**Signal wires on met2**

Bar = 50 um.
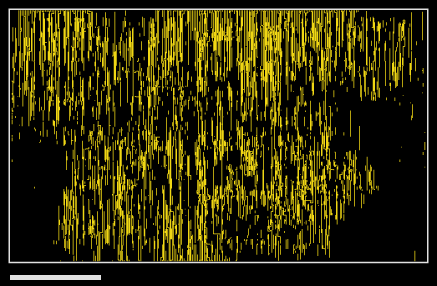
**Met3 routing**

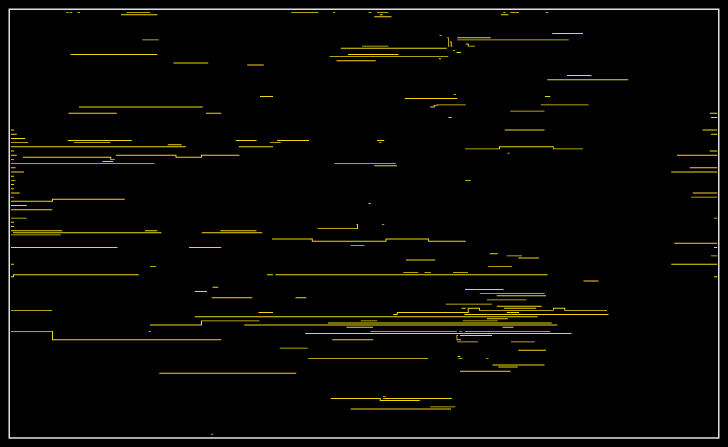
**config.mk**
```make
export PLATFORM = sky130hd
export DESIGN_NAME = ascon_text_block_loader
export DESIGN_NICKNAME = d
export VERILOG_FILES = /design/src/rtl/ascon_text_block_loader.sv
export SDC_FILE = /design/constraint.sdc
export NUM_CORES = 1
export LEC_CHECK = 0
export ABC_CLOCK_PERIOD_IN_PS = 9870
export CELL_PAD_IN_SITES_DETAIL_PLACEMENT = 1
export CELL_PAD_IN_SITES_GLOBAL_PLACEMENT = 2
export CORE_ASPECT_RATIO = 0.6
export CORE_UTILIZATION = 33
export DETAILED_ROUTE_END_ITERATION = 12
export PLACE_DENSITY = 0.86
export SYNTH_ARGS = -nofsm -noshare
export SYNTH_HDL_FRONTEND = slang
export SYNTH_SLANG_ARGS = --single-unit
export TNS_END_PERCENT = 30
```
**constraint.sdc**
```tcl
create_clock -name clk -period 9.87 [get_ports clk]
set_input_delay 0.987 -clock clk [delete_from_list [all_inputs] [get_ports clk]]
set_output_delay 0.987 -clock clk [all_outputs]
set_load 0.01 [all_outputs]
```
**src/rtl/ascon_text_block_loader.sv**
```systemverilog
// Packs a 32-bit valid/ready text stream into 128-bit Ascon data blocks and
// issues one process_en strobe per block, ending with a partial or pad-only block.
module ascon_text_block_loader #(
    parameter int LEN_W = 32
) (
    input  logic             clk,
    input  logic             rst_n,
    input  logic             start,
    input  logic [LEN_W-1:0] len_i,
    input  logic             mode_i,
    input  logic [31:0]      s_data,
    input  logic             s_valid,
    output logic             s_ready,
    input  logic             proc_ready,
    output logic             process_en,
    output logic             process_mode_sel,
    output logic [LEN_W-1:0] text_length,
    output logic [LEN_W-1:0] text_position,
    output logic [127:0]     data_in,
    output logic             last_blk,
    output logic             busy,
    output logic             done
);

    typedef enum logic [1:0] {IDLE, LOAD, ISSUE, DONE} state_t;

    state_t           state, state_nx;
    logic [2:0]       wcnt;
    logic [LEN_W-1:0] rem;
    logic [2:0]       words_needed;
    logic [31:0]      masked;
    logic             accept;

    assign rem          = text_length - text_position;
    assign words_needed = (rem >= 32'd16) ? 3'd4 : 3'(({1'b0, rem[3:0]} + 5'd3) >> 2);
    // Gated by state so the reset/idle view of every output is zero.
    assign last_blk     = (state != IDLE) && (rem < 32'd16);
    assign s_ready      = (state == LOAD);
    assign accept       = s_valid && s_ready;
    assign process_en   = (state == ISSUE) && proc_ready;
    assign busy         = (state != IDLE);
    assign done         = (state == DONE);

    // Bytes at or past the end of the message are written as zero.
    always_comb begin
        masked = '0;
        for (int b = 0; b < 4; b++) begin
            if (!last_blk || ({28'd0, wcnt[1:0], 2'(b)} < rem))
                masked[31-8*b -: 8] = s_data[31-8*b -: 8];
        end
    end

    always_comb begin
        state_nx = state;
        case (state)
            IDLE:  if (start) state_nx = (len_i == '0) ? ISSUE : LOAD;
            LOAD:  if (accept && (3'(wcnt + 3'd1) == words_needed)) state_nx = ISSUE;
            ISSUE: if (proc_ready) begin
                if (last_blk)              state_nx = DONE;
                else if (rem == 32'd16)    state_nx = ISSUE;
                else                       state_nx = LOAD;
            end
            DONE:  state_nx = IDLE;
            default: state_nx = IDLE;
        endcase
    end

    always_ff @(posedge clk or negedge rst_n) begin
        if (!rst_n) begin
            state            <= IDLE;
            wcnt             <= '0;
            text_length      <= '0;
            text_position    <= '0;
            data_in          <= '0;
            process_mode_sel <= 1'b0;
        end else begin
            state <= state_nx;
            case (state)
                IDLE: if (start) begin
                    text_length      <= len_i;
                    process_mode_sel <= mode_i;
                    text_position    <= '0;
                    data_in          <= '0;
                    wcnt             <= '0;
                end
                LOAD: if (accept) begin
                    case (wcnt[1:0])
                        2'd0: data_in[127:96] <= masked;
                        2'd1: data_in[95:64]  <= masked;
                        2'd2: data_in[63:32]  <= masked;
                        default: data_in[31:0] <= masked;
                    endcase
                    wcnt <= 3'(wcnt + 3'd1);
                end
                ISSUE: if (proc_ready && !last_blk) begin
                    text_position <= text_position + 32'd16;
                    data_in       <= '0;
                    wcnt          <= '0;
                end
                default: ;
            endcase
        end
    end

endmodule

```
==> flow_metrics.py <==
# Synthesis and PnR figures
metrics = {
    "run_status": {
        "status": "finished clean",
    },
    "worst_setup_path": {
        "critPathArrivalTime_ns": 4.76,
        "worst_path_largest_cell_delay_ns": 0.55,
        "critPathTopFamily": "simple AND/OR/NAND/NOR gates",
        "r2r_cells": 13,
        "critPathCapture": "last_blk",
        "end_kind": "output pin",
        "worstSetupPathDepth": 11,
        "crit_type": "register to output pin",
        "required_ns": 8.88,
        "setup.worst_path.start_class": "register",
        "r2r_start": "text_position[15]",
        "crit_chain": "inv_1 > ha_1 > a21oi_1 > o21ai_0 > a21oi_1 > o2111ai_1 > or4b_1 > or4b_1 > nor3_1 > and4b_1 > clkdlybuf4s50_1",
        "crit_buf_inv": 2,
        "worst-path-max-fanout": 10,
        "slowest_stage": "clkdlybuf4s50_1",
        "reg2reg_to": "data_in[32]",
        "crit_start": "text_position[15]",
        "rrSetupSlack_ns": 4.86,
    },
    "cts": {
        "cts_buffers": 17,
        "cts_tree": "yes",
        "htreeDepth": 4,
        "post_cts_buffers": 0,
        "clk_latency_ns": 0.47,
        "path_clk_slew_ns": 0.08,
        "numClockSinks": 194,
        "ctsRootBufferMaster": "clkbuf_16",
        "clock_path_buffers": 2,
        "cts_hold_buf": 0,
        "cts_resized": 0,
    },
    "layout": {
        "num-nonclk-inverters": 41,
        "lay_top_count": "clkdlybuf4s50_1",
        "n_fill_cell": 3320,
        "seq_share_pct": 35.4,
        "clkCellAreaFrac_pct": 4.56,
        "antenna_cells": 0,
        "layout-drive-gt1-share_pct": 6.08,
        "largest_register": "data_in",
        "seq_cells": 194,
        "comb_share_pct": 35.9,
        "final_nets": 1361,
        "clockBufferCount": 19,
        "post-route-cell-area_um2": 13700,
        "top_regs": "data_in: 128 flops, text_length: 32 flops, text_position: 28 flops",
        "lay_top_cells": "clkdlybuf4s50_1, dfrtp_1, nand2_1",
        "logic_gates": 734,
        "areaGrowthSynthToFinish_pct": 33.9,
        "n_all_buffers": 266,
        "largest_class": "logic gates",
        "seq_area_um2": 4850,
        "fin_util_pct": 45.4,
        "largest_register_ffs": 128,
        "comb_area_um2": 4920,
        "fin_cells": 1675,
        "bufAreaShareNonClock_pct": 19.4,
    },
    "yosys": {
        "synthCells": 1015,
        "syn-cell-area_um2": 10300,
        "syn_area_per_cell_um2": 10.1,
        "synth_top_area_share_pct": 47.3,
        "yosys-top-cells-count": "dfrtp_1, nand2_1, a22o_1",
        "top_cell": "dfrtp_1",
        "ys.flop_type": "dfrtp_1",
        "ys_async_sr_fraction_pct": 100,
        "synth-edff-count": 0,
        "synth_cell_types": 73,
        "ys_chip_area_um2": 10300,
        "top_area_cell": "dfrtp_1",
        "numSynthFlops": 194,
        "yosys_warnings": 0,
        "yosysCellCount": 1015,
        "area_leaders": "dfrtp_1, a22o_1, nand2_1",
        "synth_seq_share_pct": 47.3,
    },
    "sta": {
        "setup_viol": 0,
        "hold_viol": 0,
        "setup_slack_ns": 4.12,
        "period_minus_slack_ns": 5.75,
        "worst_pin_slew_ns": 1.16,
        "clock.fmax_ghz": 0.174,
        "fin_hold_ws_ns": 0.489,
        "slew_headroom_pct": 22.3,
        "rsz0062_at_grt": "no",
        "finalMaxSlewViolations": 0,
        "finalClockSkew_ns": 0.0163,
        "tns_ns": 0,
        "timing.final.crit_share_pct": 58.2,
    },
    "detailed_routing": {
        "met3_length_mm": 2.46,
        "drt-pass1-iter-count": 5,
        "wl_per_cell_um": 24.4,
        "drt_iter0_drc": 694,
        "drc_errors": 0,
        "viasPerCell": 5.61,
        "ant_nets": 0,
        "wl_met1_mm": 20.6,
        "num_vias": 9398,
        "wl_met2_mm": 16.9,
        "highest_layer": "met4",
    },
    "placed_design": {
        "io_buffers": 263,
        "hpwl_mm": 31.2,
        "place_congestion": 0.940,
        "place_area_um2": 13100,
        "place_ws_ns": 4.72,
        "dp_cells": 1643,
    },
    "power": {
        "power_uw": 5200,
        "irDropWorstVdd_uv": 161,
        "p_leak_uw": 0.00586,
        "power_density_nw_per_um2": 379,
    },
    "flow_run": {
        "log.warning_count": 33,
        "drv_cap": 0,
    },
    "global_route": {
        "antenna_found_initial": 0,
        "grt_overflow": 0,
        "first_global_vias": 9663,
        "grt_pass1_wl_mm": 63.0,
        "grt_max_degree": 122,
        "grt_use_total_pct": 26.1,
    },
    "hold_path": {
        "hp-class": "register to register",
        "min_path_cells": 2,
        "hold_end": "process_mode_sel",
        "min_from": "process_mode_sel",
    },
    "floorplan": {
        "nWellTaps": 408,
        "fp_util_pct": 33.9,
        "dieWidth_um": 230,
        "die_h_um": 139,
        "rows": 49,
        "core-area_um2": 30200,
        "die_area_um2": 31800,
        "io_pins": 268,
    },
}
Notes on 'signal wires on met2' above:
- wire length on this layer: 16900 um
- longest straight run: 73.4 um
Total Wirelength: 40.9 mm
met2 Track Usage GR: 36.0%

Notes on 'met3 routing' above:
- wire length on this layer: 2460 um
- nets with wire on the layer: 141
- main direction: horizontal
- longest straight run: 111 um
- share of all routed wire: 6.0%

cells by family (layout without fill, tap and decap cells):
group | Yosys count | after routing | share of synthesized area, %
AND/OR/NAND/NOR | 341 | 341 | 16.6
AND-OR/OR-AND | 317 | 317 | 23.6
flip-flops | 194 | 194 | 47.3
buffers and inverters | 91 | 339 | 4.78
adder cells (fa/ha/maj) | 37 | 37 | 4.51
XOR/XNOR | 22 | 22 | 1.88
multiplexers | 12 | 12 | 1.24
other | 1 | 5 | 0.0366
per-layer routing:
metal  track usage (%)  vias up
met5                 0        -
met4              8.42        0
met3              5.80       61
met2              36.0      276
met1              39.9     4841
li1                  -     4220
power breakdown:
group	switching [uW]	internal, uW	leakage (uW)
sequential	268	1100	0.00251
clock	371	381	0.000307
combinational	1760	1320	0.00304
Power figures rest on the tool's default switching activity, not on a simulated workload.
